### I/O nets highlighted, run 1

Scale bar: 50 um.
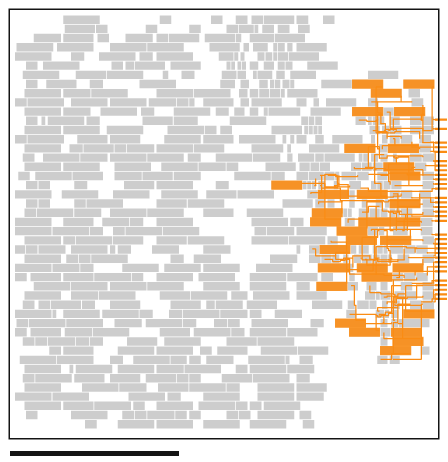
### Routed metal, one colour a layer, run 1

Only two layers are drawn.
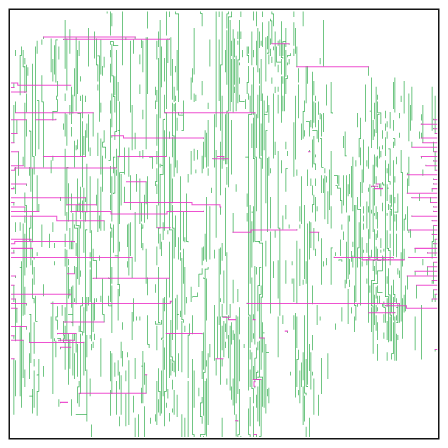
### Routing congestion, run 1

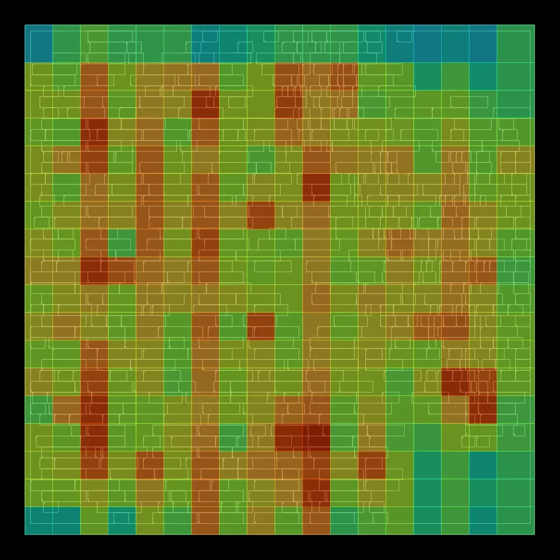
## src/rtl/tage_trace_sequencer.sv

```systemverilog
// Buffers branch trace records in a small FIFO and replays each one through the
// TAGE predictor phases (index/tag, table read, compare settle, predict, update).
module tage_trace_sequencer #(
    parameter int unsigned ADDRESS_SIZE = 32,
    parameter int unsigned FIFO_DEPTH   = 4,
    parameter int unsigned COUNT_W      = 32
) (
    input  logic                          CLK,
    input  logic                          reset,
    input  logic                          trace_valid,
    output logic                          trace_ready,
    input  logic [ADDRESS_SIZE-1:0]       trace_pc,
    input  logic                          trace_taken,
    input  logic                          run,
    input  logic                          flush,
    output logic [ADDRESS_SIZE-1:0]       pc,
    output logic                          Actual_branch,
    output logic                          index_tag_enable,
    output logic                          table_read_en,
    output logic                          update_predictor_enable,
    output logic                          update_enable,
    output logic                          busy,
    output logic [$clog2(FIFO_DEPTH):0]   fifo_count,
    output logic [COUNT_W-1:0]            branches_issued
);

    localparam int unsigned PTR_W = $clog2(FIFO_DEPTH);
    localparam int unsigned CNT_W = PTR_W + 1;
    localparam int unsigned REC_W = ADDRESS_SIZE + 1;

    typedef enum logic [2:0] {
        S_IDLE = 3'd0,
        S_IDX  = 3'd1,
        S_RD   = 3'd2,
        S_CMP  = 3'd3,
        S_PRD  = 3'd4,
        S_UPD  = 3'd5
    } state_e;

    state_e                    state_q, state_d;
    logic [REC_W-1:0]          mem_q [FIFO_DEPTH];
    logic [PTR_W-1:0]          wr_ptr_q, wr_ptr_d;
    logic [PTR_W-1:0]          rd_ptr_q, rd_ptr_d;
    logic [CNT_W-1:0]          count_q, count_d;
    logic                      ready_q, ready_d;
    logic [ADDRESS_SIZE-1:0]   pc_q, pc_d;
    logic                      taken_q, taken_d;
    logic                      idx_q, idx_d;
    logic                      rd_q, rd_d;
    logic                      prd_q, prd_d;
    logic                      upd_q, upd_d;
    logic                      busy_q, busy_d;
    logic [COUNT_W-1:0]        issued_q, issued_d;
    logic                      push;
    logic                      pop;
    logic [REC_W-1:0]          head;

    // Next-state: FIFO bookkeeping, phase sequencing and strobes decoded from the next phase.
    always_comb begin
        push     = trace_valid && ready_q && !flush;
        pop      = ((state_q == S_IDLE) || (state_q == S_UPD)) && run
                   && (count_q != '0) && !flush;
        head     = mem_q[rd_ptr_q];
        state_d  = state_q;
        wr_ptr_d = wr_ptr_q;
        rd_ptr_d = rd_ptr_q;
        count_d  = count_q;
        pc_d     = pc_q;
        taken_d  = taken_q;
        issued_d = issued_q;

        unique case (state_q)
            S_IDLE:  if (pop) state_d = S_IDX;
            S_IDX:   state_d = S_RD;
            S_RD:    state_d = S_CMP;
            S_CMP:   state_d = S_PRD;
            S_PRD:   state_d = S_UPD;
            S_UPD:   state_d = pop ? S_IDX : S_IDLE;
            default: state_d = S_IDLE;
        endcase

        if (state_q == S_UPD) begin
            issued_d = issued_q + COUNT_W'(1);
        end

        // Flush empties the buffer but never cuts short a sequence already under way.
        if (flush) begin
            wr_ptr_d = '0;
            rd_ptr_d = '0;
            count_d  = '0;
        end else begin
            if (push) wr_ptr_d = wr_ptr_q + PTR_W'(1);
            if (pop) begin
                rd_ptr_d = rd_ptr_q + PTR_W'(1);
                pc_d     = head[ADDRESS_SIZE-1:0];
                taken_d  = head[ADDRESS_SIZE];
            end
            count_d = count_q + CNT_W'(push) - CNT_W'(pop);
        end

        ready_d = (count_d < CNT_W'(FIFO_DEPTH));
        idx_d   = (state_d == S_IDX);
        rd_d    = (state_d == S_RD);
        prd_d   = (state_d == S_PRD);
        upd_d   = (state_d == S_UPD);
        busy_d  = (state_d != S_IDLE);
    end

    always_ff @(posedge CLK or negedge reset) begin
        if (!reset) begin
            state_q  <= S_IDLE;
            wr_ptr_q <= '0;
            rd_ptr_q <= '0;
            count_q  <= '0;
            ready_q  <= 1'b0;
            pc_q     <= '0;
            taken_q  <= 1'b0;
            idx_q    <= 1'b0;
            rd_q     <= 1'b0;
            prd_q    <= 1'b0;
            upd_q    <= 1'b0;
            busy_q   <= 1'b0;
            issued_q <= '0;
        end else begin
            state_q  <= state_d;
            wr_ptr_q <= wr_ptr_d;
            rd_ptr_q <= rd_ptr_d;
            count_q  <= count_d;
            ready_q  <= ready_d;
            pc_q     <= pc_d;
            taken_q  <= taken_d;
            idx_q    <= idx_d;
            rd_q     <= rd_d;
            prd_q    <= prd_d;
            upd_q    <= upd_d;
            busy_q   <= busy_d;
            issued_q <= issued_d;
        end
    end

    // Record storage needs no reset; validity is tracked by the pointers and count.
    always_ff @(posedge CLK) begin
        if (push) begin
            mem_q[wr_ptr_q] <= {trace_taken, trace_pc};
        end
    end

    assign trace_ready             = ready_q;
    assign pc                      = pc_q;
    assign Actual_branch           = taken_q;
    assign index_tag_enable        = idx_q;
    assign table_read_en           = rd_q;
    assign update_predictor_enable = prd_q;
    assign update_enable           = upd_q;
    assign busy                    = busy_q;
    assign fifo_count              = count_q;
    assign branches_issued         = issued_q;

endmodule

```

## config.mk

```make
export PLATFORM = sky130hd
export DESIGN_NAME = tage_trace_sequencer
export DESIGN_NICKNAME = d
export VERILOG_FILES = /design/src/rtl/tage_trace_sequencer.sv
export SDC_FILE = /design/constraint.sdc
export NUM_CORES = 1
export LEC_CHECK = 0
export CAP_MARGIN = 20
export CORE_UTILIZATION = 53
export DETAILED_ROUTE_END_ITERATION = 6
export HOLD_SLACK_MARGIN = 0.15
export PLACE_DENSITY = 0.87
export SLEW_MARGIN = 0
export SYNTH_ARGS = -nofsm -noshare
export SYNTH_HDL_FRONTEND = slang
export SYNTH_SLANG_ARGS = --single-unit
export TNS_END_PERCENT = 5
```

## constraint.sdc

```tcl
create_clock -name CLK -period 3.5 [get_ports CLK]
set_clock_uncertainty 0.05 [all_clocks]
set_input_delay 0.7 -clock CLK [delete_from_list [all_inputs] [get_ports CLK]]
set_output_delay 0.7 -clock CLK [all_outputs]
set_load 0.005 [all_outputs]
```

==> job_summary.md, run 1 <==
### Metrics collected by this job

| Metric | Value |
|---|---|
| Outcome | finished, final reports clean |
| Ys flops | 213 |
| R2r startpoint | state_q[2]$_DFF_PN0_ |
| Chip Area, Yosys | 8230 sq um |
| Crit-path max cell delay | 0.61 ns |
| Syn-to-layout area delta | 25.6% |
| Fin Hold WS | 0.184 ns |
| Synth unique cells | 38 |
| Count leader, synth | edfxtp_1 |
| Total global-route track usage | 20.9% |
| Post-Layout Cell Count | 780 |
| Ys flop type | edfxtp_1 |
| Min Tclk post-route | 2.51 ns |
| Post-synth top area cell | edfxtp_1 |
| Max Freq | 398 MHz |
| Reg2reg end | fifo_count[2]$_DFF_PN0_ |
| Max reg flops | 132 |
| Crit-path cells | clkdlybuf4s50_1, nor2_1, inv_1, ha_1, inv_1, ha_1, fa_1, xnor2_1, nand2b_1, inv_1 |
| Fin. Hold Viols | 0 |
| Cts repair resizes | 0 |
| Clock slew at reported path FFs | 0.06 ns |
| Layout clock buffer count | 32 |
| DRT Wirelength | 15600 um |
| Yosys cell count | 450 |
| Clock Sinks | 213 |
| CP endpoint kind | flip-flop |
| Clock buffer depth | 3 |
| Logic area | 2130 sq um |
| Die Ht | 127 um |
| N_diodes | 0 |
| Num tapcells | 188 |
| Worst-Margin Slew | 0.908 ns |
| Worst-case reg-to-reg path depth | 9 |
| Final Instance Area | 10300 sq um |
| DP Worst Slack | 0.477 ns |
| RSZ-0062 raised after global routing | no |
| Area fraction in xor and xnor cells | 4.04% |
| Initial antenna violation count | 0 |
| Antenna-violating nets left | 0 |
| 1st-iter DRT viols | 230 |
| Synthesis Warnings | 0 |
| Global-route wire length before repair | 25400 um |
| Switching part of the total power | 24.2% |
| Sequential area share after synthesis | 72.8% |
| End point of the critical path | fifo_count[2]$_DFF_PN0_ |
| Max_cap viols | 0 |
| Worst-Skew Late Latency | 0.51 ns |
| OpenROAD warning count | 30 |
| H-tree depth | 1 |
| Critical path depth | 10 |
| Largest cell class | flip-flops and latches |
| Non-CTS buffers | 119 |
| Cell mode on critical path | inv_1 |
| Tcrit/Tclk final | 71.8% |
| Power share of the clock group | 34.1% |
| Mean Syn Cell Area | 18.3 sq um |
| Top-area cell share | 48.2% |
| Slew headroom | 39.5% |
| Adder share | 1.31% |
| CP Buf/Inv Count | 4 |
| Number of synthesized flops with an enable pin | 132 |
| CP Class | in -> reg |
| Max FO, Critical Path | 10 |
| Via Count | 4423 |
| Final setup fails | 0 |
| Root Buffer | clkbuf_16 |
| Vias/cell | 5.67 |
| Comb power frac | 19.1% |
| Complex Gates by Area | 0.243% |
| Most common library cells after synthesis | edfxtp_1 (132), dfrtp_1 (81), mux4_2 (33), mux2_2 (31), xnor2_1 (30) |
| Dpl hpwl | 9480 um |
| Nets | 622 |
| Register share of total power | 46.9% |
| Ys async rst share | 38.0% |
| Row count | 45 |
| Largest reg by FF count | mem_q |
| Fraction of area in multi-input gates | 20.6% |
| Share of cells above drive strength 1 | 20.6% |
| Min-Delay Path Class | in -> async |
| Total CTS buffers | 22 |
| P_sw | 1.71 mW |
| Cell Area, Synth | 8230 sq um |
| Core area | 15200 sq um |
| Placed cell area | 9580 sq um |
| Post-Synthesis Net Count | 496 |
| GRT overflow | 0 |
| Top cell excl fill/tap | edfxtp_1 |
| Biggest area cells | edfxtp_1 (48%), dfrtp_1 (25%), mux4_2 (9.0%) |
| Crit path required time | 3.84 ns |
| Crit-path leading delay family | adder cells |
| MUX share of area | 13.5% |
| Post-CTS Hold Fix Bufs | 0 |
| MI comb cells | 211 |
| Maximum vdd drop | 0.558 mV |
| Post-CTS Setup Inserts | 0 |
| Crit path from | flush |
| FP Util | 54.1% |
| Arrival @ worst endpoint | 2.85 ns |
| Post-route setup TNS | 0 ns |
| 1st-pass router iterations | 6 |
| Most numerous logic cells after layout | edfxtp_1 (132), clkdlybuf4s50_1 (110), dfrtp_1 (79), mux4_2 (33), mux2_2 (31) |
| Top logic family | multiplexers |
| Register area | 5990 sq um |
| Buffer share of cell area | 11.4% |
| Largest net degree at the start of global routing | 51 |
| Slowest cell on the critical path | clkdlybuf4s50_1 |
| Chip Width | 127 um |
| Die ar. | 16000 sq um |
| Vias in the first global route | 4741 |
| Slew Viols, Final | 0 |
| Seq area share | 58.0% |
| # fillers | 995 |
| # DRC | 0 |
| CTS tree | built |
| Seq_cells | 213 |
| Placer Congestion | 0.784 |
| And+or+nand+nor area frac | 6.73% |
| Worst setup margin | 0.988 ns |
| Cells after DPL | 740 |
| Clock-cell share of area | 7.37% |
| Crit path launch type | input port |
| Mapped Cells | 450 |
| Inverters | 9 |
| Internal power | 5.36 mW |
| Power Total | 7.07 mW |
| Leakage | 3.76 nW |
| R2R setup slack | 1.08 ns |
| Power density over the cells | 683 nW/um^2 |
About 'I/O nets highlighted':
orange -> branches_issued  # bits 32, direction output, edge east, end cells 32, wire 1160 um
Port Buf Inserts: 111
IO Count: 112

About 'Routed metal, one colour a layer':
magenta -> M3  # wire length 934 um
green -> M2  # wire length 7880 um

About 'Routing congestion':
Finished Core Util: 68.0%
WL/cell: 20.0 um

run 1: per-layer routing:
metal | GRT usage (%) | vias to the layer above | wire length, um
li1 | - | 1958 | -
met1 | 27.2 | 2283 | 6490
met2 | 36.1 | 158 | 7880
met3 | 4.26 | 24 | 934
met4 | 5.32 | 0 | 310
met5 | 0 | - | 0
run 1: power by group through the flow:
| stage | logic (mW) | clock network [mW] | registers [mW] |
|---|---|---|---|
| finish | 1.35 | 2.41 | 3.31 |
| global route | 1.46 | 2.56 | 3.36 |
| CTS | 1.37 | 2.45 | 3.32 |
| detailed placement | 1.36 | 0 | 3.36 |
| global placement | 1.31 | 0 | 3.34 |
| floorplan | 0.699 | 0 | 3.26 |
==> inputs of run 2 (changes only) <==
CORE_UTILIZATION = 49   (was 53)
PLACE_DENSITY = 0.85   (was 0.87)
clock period = 2.2 ns   (was 3.5 ns; I/O delays follow)
==> run 2 against run 1 <==
Area after synthesis stayed put; via count is 1.1% higher; global-route usage is 2.3 points lower; worst setup slack worse by 0.87 ns; register-to-register slack worse by 0.96 ns; sequential power is 56% higher; core utilization is 2.2 points lower; combinational power is about 80% higher; power is 66% higher; clock-buffer cell count is 8 lower; final area is 4.8% higher.
==> job_summary.md, run 2 <==
### Metrics collected by this job

| Metric | Value |
|---|---|
| Outcome | finished, final reports clean |
| Die ar. | 17300 sq um (+8.0%) |
| Ys flop type | edfxtp_1 |
| Highest routed layer | met4 |
| Top cell excl fill/tap | edfxtp_1 |
| Internal power | 8.98 mW (+68%) |
| Chip Area, Yosys | 8230 sq um (unchanged) |
| Layout clock buffer count | 24 (-25%) |
| Clock Sinks | 213 (unchanged) |
| Leakage | 3.95 nW (+5.0%) |
| End point of the critical path | fifo_count[1]$_DFF_PN0_ |
| Most common library cells after synthesis | edfxtp_1 (132), dfrtp_1 (81), mux4_2 (33), mux2_2 (31), xnor2_1 (30) |
| Post-synth top area cell | edfxtp_1 |
| Inverters | 9 (unchanged) |
| Synth unique cells | 38 (unchanged) |
| Crit path from | state_q[0]$_DFF_PN0_ |
| Yosys cell count | 450 (unchanged) |
| Port Buf Inserts | 111 (unchanged) |
| MI comb cells | 211 (unchanged) |
| CP Buf/Inv Count | 1 (-3) |
| DRT Wirelength | 15300 um (-2.3%) |
| Logic power comb | 2.43 mW (+80%) |
| Post-Layout Cell Count | 835 (+7.1%) |
| Ys async rst share | 38.0% (unchanged) |
| CP endpoint kind | flip-flop |
| Die Ht | 132 um (+3.9%) |
| Core area | 16500 sq um (+8.3%) |
| Reg2reg end | fifo_count[1]$_DFF_PN0_ |
| Post-CTS Hold Fix Bufs | 1 (+1) |
| Mapped Cells | 450 (unchanged) |
| Most numerous logic cells after layout | edfxtp_1 (132), clkdlybuf4s50_1 (110), dfrtp_1 (79), mux4_2 (33), mux2_2 (31) |
| Worst-Margin Slew | 0.511 ns (-0.397 ns) |
| Syn-to-layout area delta | 31.6% |
| Final setup fails | 0 (unchanged) |
| Power Total | 11.7 mW (+66%) |
| Register area | 5990 sq um (unchanged) |
| Comb power frac | 20.7% (+1.6 points) |
| Sequential area share after synthesis | 72.8% (unchanged) |
| Row count | 47 (+4.4%) |
| Switching part of the total power | 23.4% (-0.80 points) |
| Share of cells above drive strength 1 | 25.5% (+4.9 points) |
| WL met2 | 8030 um (+1.9%) |
| OpenROAD warning count | 30 (unchanged) |
| Maximum vdd drop | 0.806 mV (+45%) |
| Buffer share of cell area | 14.0% (+2.6 points) |
| Post-Synthesis Net Count | 496 (unchanged) |
| Power density over the cells | 1080 nW/um^2 (+58%) |
| Register share of total power | 44.1% (-2.8 points) |
| # fillers | 1085 (+9.0%) |
| Clock net power | 4.13 mW (+71%) |
| Crit-path leading delay family | adder cells |
| Arrival @ worst endpoint | 2.43 ns (-0.42 ns) |
| Slew headroom | 65.9% (+26 points) |
| Cell mode on critical path | ha_4 |
| Top power group | registers |
| Grt met3 use | 3.32% (-0.94 points) |
| Biggest area cells | edfxtp_1 (48%), dfrtp_1 (25%), mux4_2 (9.0%) |
| Worst-case reg-to-reg path depth | 7 (-2) |
| Ys flops | 213 (unchanged) |
| Seq_cells | 213 (unchanged) |
| Non-CTS buffers | 142 (+19%) |
| Power share of the clock group | 35.2% (+1.1 points) |
| Max Freq | 480 MHz |
| Largest reg by FF count | mem_q |
| Via Count | 4472 (+1.1%) |
| Placed cell area | 9990 sq um (+4.3%) |
| Max reg flops | 132 (unchanged) |
| Crit path required time | 2.54 ns (-1.30 ns) |
| FP Util | 50.0% (-4.2 points) |
| Vias in the first global route | 4811 (+1.5%) |
| Crit path launch type | flip-flop |
| Synthesis Warnings | 0 (unchanged) |
| Max_cap viols | 0 (unchanged) |
run 2: cell types whose count changed in the layout (fill, tap and decap cells not counted), moves of 2 or more:
cell | previous run | this run
clkbuf_1 | 7 | 1
clkbuf_8 | 3 | 0
clkinvlp_4 | 0 | 3
ha_4 | 0 | 2
bufinv_16 | 3 | 6
buf_4 | 8 | 17
buf_12 | 1 | 14
clkinv_4 | 0 | 2
ha_1 | 7 | 5
run 2: cell families (layout without fill, tap and decap cells):
logic type	after synthesis	count (layout)	synth area share, %
AND/OR/NAND/NOR	95	95	6.73
multiplexers	66	66	13.5
AND-OR/OR-AND	4	4	0.243
flip-flops	213	213	72.8
buffers and inverters	26	191	1.35
XOR/XNOR	38	38	4.04
adder cells (fa/ha/maj)	8	8	1.31
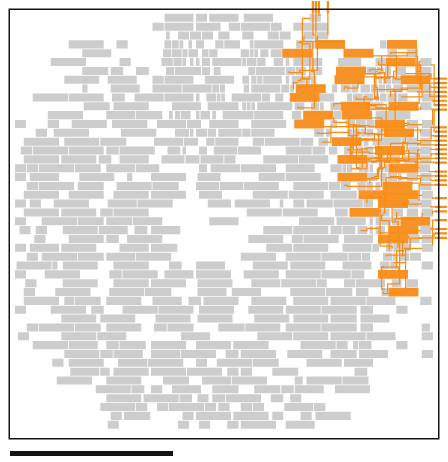
*I/O nets highlighted, run 2*
Scale bar: 50 um.
orange -> branches_issued  # bits 32, direction output, edge 28 east, 4 north, end cells 32, wire 1210 um

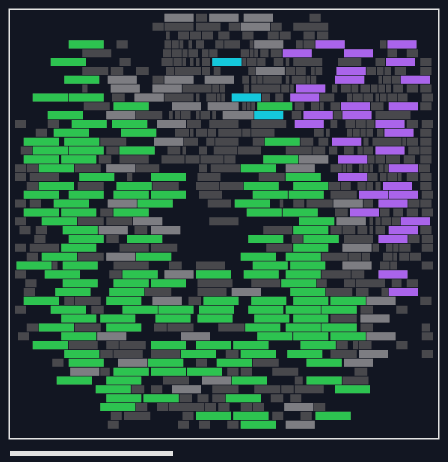
*Where the registers sit, run 2*
Scale bar: 50 um. Other sequential cells in the stronger grey, the rest of the logic in the fainter grey.
purple -> branches_issued  # sequential cells 32
green -> mem_q  # sequential cells 132
cyan -> state_q  # sequential cells 3
not coloured = 46
Seq. pwr: 5.17 mW
Seq area share: 55.3%

==> inputs of run 3 (changes only) <==
CTS_CLUSTER_DIAMETER = 100   (was not set)
HOLD_SLACK_MARGIN = not set   (was 0.15)
==> run 3 against run 2 <==
Hold slack unchanged; maximum frequency unchanged; wire length unchanged; power unchanged; flip-flop count unchanged; area after synthesis unchanged; global-route usage unchanged; final area unchanged; sequential share of layout area unchanged; register-to-register slack about the same; non-clock buffer count unchanged; critical path type unchanged; highest routed layer unchanged.
==> job_summary.md, run 3 <==
### Metrics collected by this job

| Metric | Value |
|---|---|
| IO Count | 112 |
| Layout clock buffer count | 24 (unchanged) |
| Mapped Cells | 450 (unchanged) |
| Seq area share | 55.3% (unchanged) |
| Cell Area, Synth | 8230 sq um |
| End point of the critical path | fifo_count[1]$_DFF_PN0_ |
| Port Buf Inserts | 111 (unchanged) |
| Sequential area share after synthesis | 72.8% (unchanged) |
| # fillers | 1085 (unchanged) |
| Clock Sinks | 213 (unchanged) |
| Global-route wire length before repair | 25100 um |
| Maximum vdd drop | 0.806 mV (unchanged) |
| Die ar. | 17300 sq um (unchanged) |
| Crit path required time | 2.54 ns (about the same) |
| Max Freq | 480 MHz (unchanged) |
| Max reg flops | 132 (unchanged) |
| Ys flop type | edfxtp_1 |
| Crit path from | state_q[0]$_DFF_PN0_ |
| Final setup fails | 0 (unchanged) |
| Post-Synthesis Net Count | 496 (unchanged) |
| Power density over the cells | 1080 nW/um^2 (unchanged) |
| Core area | 16500 sq um (unchanged) |
| Placer Congestion | 0.853 |
| Min-Delay Path Class | in -> async |
| Worst-case reg-to-reg path depth | 7 (unchanged) |
| Yosys cell count | 450 (unchanged) |
| Placed cell area | 9990 sq um (unchanged) |
| Reg2reg end | fifo_count[1]$_DFF_PN0_ |
| Ys flops | 213 (unchanged) |
| Top cell excl fill/tap | edfxtp_1 |
| Power Total | 11.7 mW (unchanged) |
| Die Ht | 132 um (unchanged) |
| Chip Area, Yosys | 8230 sq um (unchanged) |
| Cell mode on critical path | ha_4 |
| Synth unique cells | 38 (unchanged) |
| Crit path launch type | flip-flop |
| Most numerous logic cells after layout | edfxtp_1 (132), clkdlybuf4s50_1 (110), dfrtp_1 (79), mux4_2 (33), mux2_2 (31) |
| Post-synth top area cell | edfxtp_1 |
| Worst-Margin Slew | 0.511 ns (unchanged) |
| OpenROAD warning count | 30 (unchanged) |
| CP Buf/Inv Count | 1 (unchanged) |
| Count leader, synth | edfxtp_1 |
| Seq_cells | 213 (unchanged) |
| Outcome | finished, final reports clean |
| Buffer share of cell area | 14.0% (unchanged) |
| Chip Width | 132 um |
| Most common library cells after synthesis | edfxtp_1 (132), dfrtp_1 (81), mux4_2 (33), mux2_2 (31), xnor2_1 (30) |
| Crit-path leading delay family | adder cells |
| Min Tclk post-route | 2.08 ns |
| Ys async rst share | 38.0% (unchanged) |
| Post-Layout Cell Count | 835 (unchanged) |
| Biggest area cells | edfxtp_1 (48%), dfrtp_1 (25%), mux4_2 (9.0%) |
| Share of cells above drive strength 1 | 25.5% (unchanged) |
| MI comb cells | 211 (unchanged) |
| Vias in the first global route | 4811 (unchanged) |
| Row count | 47 (unchanged) |
| Inverters | 9 (unchanged) |
| Leakage | 3.95 nW (unchanged) |
| Syn-to-layout area delta | 31.6% (unchanged) |
| Arrival @ worst endpoint | 2.43 ns (about the same) |
| Non-CTS buffers | 142 (unchanged) |
| Register area | 5990 sq um (unchanged) |
| Largest reg by FF count | mem_q |
| CP endpoint kind | flip-flop |
| Slew headroom | 65.9% (unchanged) |
| FP Util | 50.0% (unchanged) |
| Max_cap viols | 0 (unchanged) |
==> run 3: logic make-up after synthesis <==
logic type | share of synthesized area (%)
xor+xnor | 4.04
compound gates | 0.243
fa+ha+maj | 1.31
buf+inv | 1.35
flops | 72.8
mux | 13.5
simple gates | 6.73
==> run 3: report_power, final <==
part           total [mW]  switching, mW  internal [mW]
Clock                4.13           1.50           2.62
Combinational        2.43          0.911           1.52
Sequential           5.17          0.330           4.84
==> run 3: per-layer routing <==
layer  GRT usage [%]  wire length [um]  vias up
met2            33.2              8030      146
met4            4.65               215        0
li1                -                 -     2015
met1            23.4              6280     2294
met3            3.32               731       17
met5               0                 0        -
==> run 3: what timing repair did <==
item | in CTS | in global routing
hold endpoints to repair | 31 | 0
resized | 0 | 1
endpoints found under the setup margin | 0 | 3
hold buffers | 1 | 0
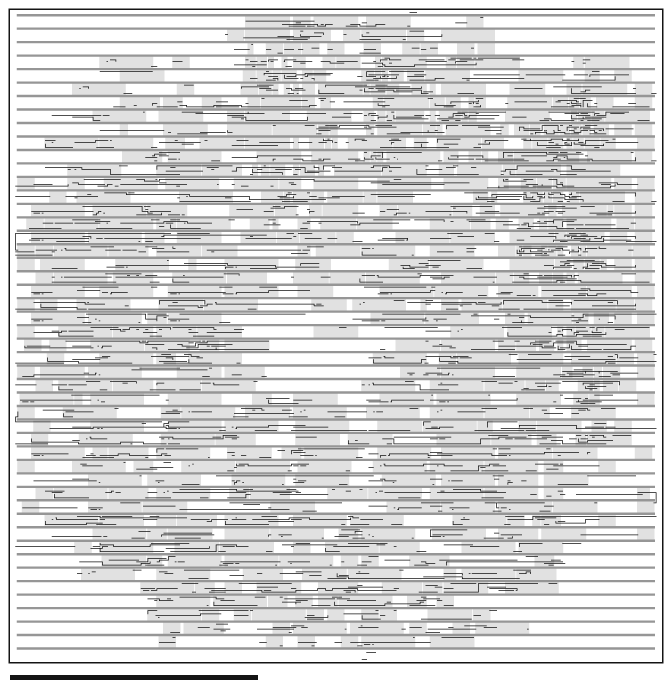
*M1 wires, run 3*
Scale bar: 50 um. Supply wires on this layer in grey.
wire length on this layer = 6280 um
longest straight run = 31.7 um
met1 usage: 23.4%
DRT Wirelength: 15300 um
Via Count: 4472

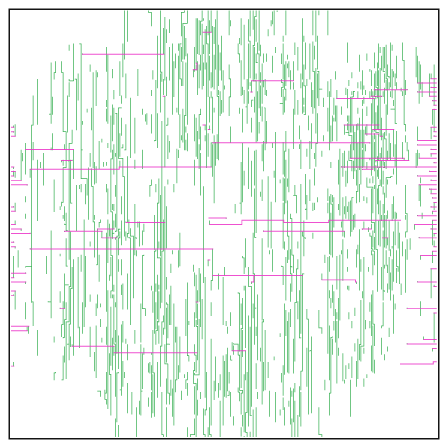
*Routed metal, one colour a layer, run 3*
Only two layers are drawn.
green -> M2  # wire length 8030 um
magenta -> M3  # wire length 731 um
total global-route track usage: 18.6%
WL/cell: 18.3 um

Power and IR drop assume default switching activity.
